## config.mk

```make
export PLATFORM = sky130hd
export DESIGN_NAME = rr_packet_arbiter
export DESIGN_NICKNAME = d
export VERILOG_FILES = /design/src/rtl/rr_packet_arbiter.sv
export SDC_FILE = /design/constraint.sdc
export NUM_CORES = 1
export LEC_CHECK = 0
export CELL_PAD_IN_SITES_DETAIL_PLACEMENT = 0
export CELL_PAD_IN_SITES_GLOBAL_PLACEMENT = 1
export CORE_ASPECT_RATIO = 1.25
export CORE_MARGIN = 10
export CORE_UTILIZATION = 21
export CTS_CLUSTER_SIZE = 30
export DETAILED_ROUTE_END_ITERATION = 16
export HOLD_SLACK_MARGIN = 0.06
export PLACE_DENSITY = 0.85
export SETUP_SLACK_MARGIN = 0.5
export SLEW_MARGIN = 20
export SYNTH_ARGS = -nofsm -noshare
export SYNTH_HDL_FRONTEND = slang
export SYNTH_SLANG_ARGS = --single-unit
```

## constraint.sdc

```tcl
create_clock -name clk -period 3.1 [get_ports clk]
set_clock_uncertainty 0.05 [all_clocks]
set_input_delay 0.465 -clock clk [delete_from_list [all_inputs] [get_ports clk]]
set_output_delay 0.465 -clock clk [all_outputs]
set_load 0.02 [all_outputs]
```

## src/rtl/rr_packet_arbiter.sv

```systemverilog
// Round-robin packet arbiter: N valid/ready sources share one downstream
// channel. A grant is held for a whole packet. The rotate pointer moves only
// at packet boundaries. A beat watchdog force-ends packets that run too long.
module rr_packet_arbiter #(
  parameter int N         = 4,
  parameter int DW        = 32,
  parameter int IDW       = 2,
  parameter int MAX_BEATS = 16
) (
  input  logic            clk,
  input  logic            rst_n,
  input  logic [N-1:0]    req_valid,
  input  logic [N-1:0]    req_last,
  input  logic [N*DW-1:0] req_data,
  output logic [N-1:0]    req_ready,
  output logic            out_valid,
  output logic [DW-1:0]   out_data,
  output logic            out_last,
  output logic [IDW-1:0]  out_id,
  input  logic            out_ready,
  output logic [N-1:0]    grant,
  output logic            busy,
  output logic            err_overrun
);

  localparam int PW = $clog2(N);
  localparam int CW = (MAX_BEATS > 1) ? $clog2(MAX_BEATS) : 1;

  typedef enum logic {IDLE = 1'b0, BUSY = 1'b1} state_t;

  state_t        state, state_nxt;
  logic [PW-1:0] last_ptr;   // in BUSY this is also the granted index
  logic [PW-1:0] win_idx;
  logic [PW:0]   cand;
  logic          win_vld;
  logic [CW-1:0] beat_cnt;
  logic          cnt_max, beat_acc, pkt_end;
  logic [N-1:0]  win_onehot;

  assign cnt_max    = (beat_cnt == CW'(MAX_BEATS - 1));
  assign beat_acc   = out_valid & out_ready;
  assign pkt_end    = beat_acc & out_last;
  assign busy       = |grant;
  assign win_onehot = {{(N-1){1'b0}}, 1'b1} << win_idx;

  // Rotating priority scan starting just above last_ptr; feeds registers only.
  always_comb begin
    win_vld = 1'b0;
    win_idx = '0;
    cand    = '0;
    for (int k = 1; k <= N; k++) begin
      cand = (PW+1)'(last_ptr) + (PW+1)'(k);
      if (cand >= (PW+1)'(N)) cand = cand - (PW+1)'(N);
      if (!win_vld && req_valid[cand[PW-1:0]]) begin
        win_vld = 1'b1;
        win_idx = cand[PW-1:0];
      end
    end
  end

  // State register.
  always_ff @(posedge clk or negedge rst_n) begin
    if (!rst_n) state <= IDLE;
    else        state <= state_nxt;
  end

  // Next state: leave IDLE on any request; drop to IDLE only at a packet end
  // with nobody (not even the current owner) requesting.
  always_comb begin
    state_nxt = state;
    case (state)
      IDLE:    if (win_vld) state_nxt = BUSY;
      BUSY:    if (pkt_end && !win_vld) state_nxt = IDLE;
      default: state_nxt = IDLE;
    endcase
  end

  // Grant, pointer, beat watchdog and overrun pulse.
  always_ff @(posedge clk or negedge rst_n) begin
    if (!rst_n) begin
      grant       <= '0;
      last_ptr    <= PW'(N - 1);
      beat_cnt    <= '0;
      err_overrun <= 1'b0;
    end else begin
      err_overrun <= 1'b0;
      if (state == IDLE) begin
        if (win_vld) begin
          grant    <= win_onehot;
          last_ptr <= win_idx;
        end
      end else if (beat_acc) begin
        if (out_last) begin
          // Packet boundary: re-arbitrate in the same cycle for zero bubble.
          beat_cnt    <= '0;
          err_overrun <= ~req_last[last_ptr];
          grant       <= win_vld ? win_onehot : '0;
          if (win_vld) last_ptr <= win_idx;
        end else begin
          beat_cnt <= beat_cnt + 1'b1;
        end
      end
    end
  end

  // Datapath mux: combinational from the registered grant index.
  always_comb begin
    req_ready = '0;
    out_valid = 1'b0;
    out_data  = '0;
    out_last  = 1'b0;
    out_id    = '0;
    if (state == BUSY) begin
      out_valid           = req_valid[last_ptr];
      out_data            = req_data[last_ptr*DW +: DW];
      out_last            = req_last[last_ptr] | cnt_max;
      out_id              = IDW'(last_ptr);
      req_ready[last_ptr] = out_ready;
    end
  end

endmodule

```

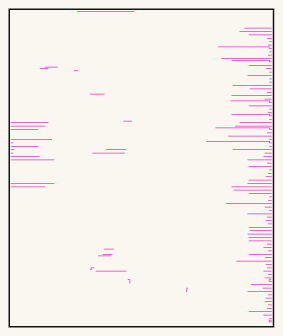
*Metal 3*
wire length on this layer = 800 µm
share of all routed wire = 7.6%

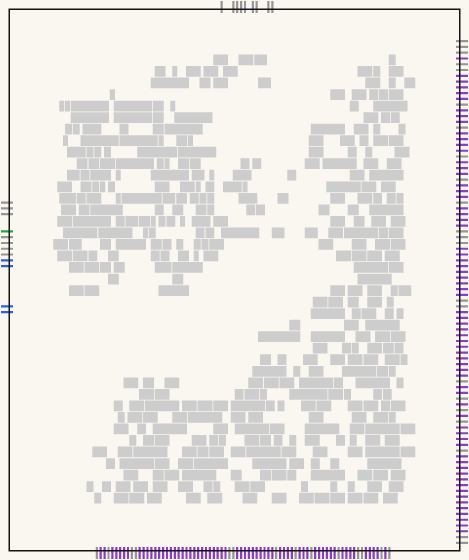
*Ports around the boundary*
Pins as bars across the die edge, other pins in gray.
req_valid -> blue  # pins 4, direction input, edge left
req_data -> purple  # pins 128, direction input, edge 66 right, 62 bottom
out_valid -> green  # pins 1, direction output, edge left
all pins by edge = 88 right, 76 bottom, 12 left, 9 top
die height: 127 µm
PortBufs: 184
die x size: 106 µm

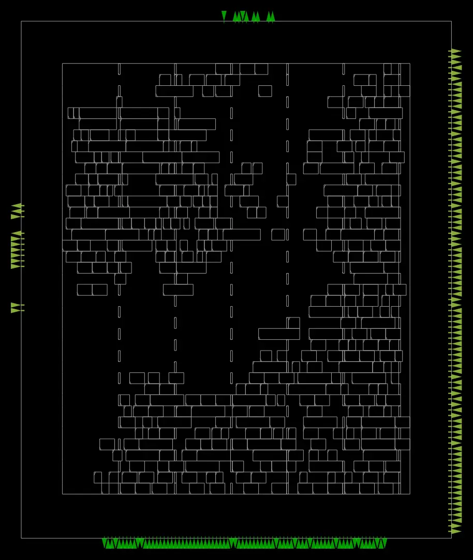
*Cell outlines without signal wires*
flip-flops: 12
fin cells: 509
final core occ: 45.5%

==> results_dict.tcl <==
# collected from the flow reports
set metrics [dict create \
    vdd_ir_drop_max_uv 472 \
    synthAdderAreaFrac_pct 3.23 \
    ys_top_logic_family "multiplexers" \
    r2r_cells 9 \
    drive_gt1_share_pct 30.1 \
    tool_warnings 31 \
    postSynthSeqShare_pct 15.6 \
    worstPathMaxFanout 5 \
    yosys.area.top_type_share_pct 39.5 \
    busiest_layer "met2" \
    area_leaders "mux4_2, dfrtp_1, and2_1, ha_1, dfstp_2" \
    holdWs_ns 0.440 \
    outcome "finished, final reports clean" \
    syn_inst 180 \
    yosys_warnings 0 \
    numSynthFlops 12 \
    grt.met2_usage_pct 27.7 \
    cts_hold_buffers 0 \
    tns_ns 0 \
    hold_path_class "reg2reg" \
    synthMuxAreaShare_pct 41.6 \
    leakagePower_uw 0.00166 \
    track_usage_pct 14.5 \
    top_area_cell "mux4_2" \
    dieArea_um2 13500 \
    reg2reg_from "last_ptr[0]$_DFFE_PN1P_" \
]
==> flip-flops by register name (all words and copies together), names as in the netlist <==
register     flops
beat_cnt         4
last_ptr         2
grant            4
err_overrun      1
state            1
==> worst max-delay path, stage by stage (launching register included) <==
cell,delay [ns]
dfstp_2,0.60
buf_4,0.14
buf_6,0.11
buf_16,0.12
mux4_2,0.51
and2_4,0.18
buf_4,0.15
==> Yosys cell counts, types with 2 or more instances <==
cell,instances
buf_6,2
ha_1,5
nor3_1,4
clkbuf_1,5
o21ai_0,8
and3_1,5
o31ai_1,5
nor2b_1,4
inv_1,4
mux2i_1,4
buf_2,10
dfrtp_1,10
dfstp_2,2
buf_4,2
nand2_1,8
nor2_1,6
a21oi_1,2
nand2b_1,3
mux4_2,34
nand3_1,2
and2_1,36
nor4_1,3
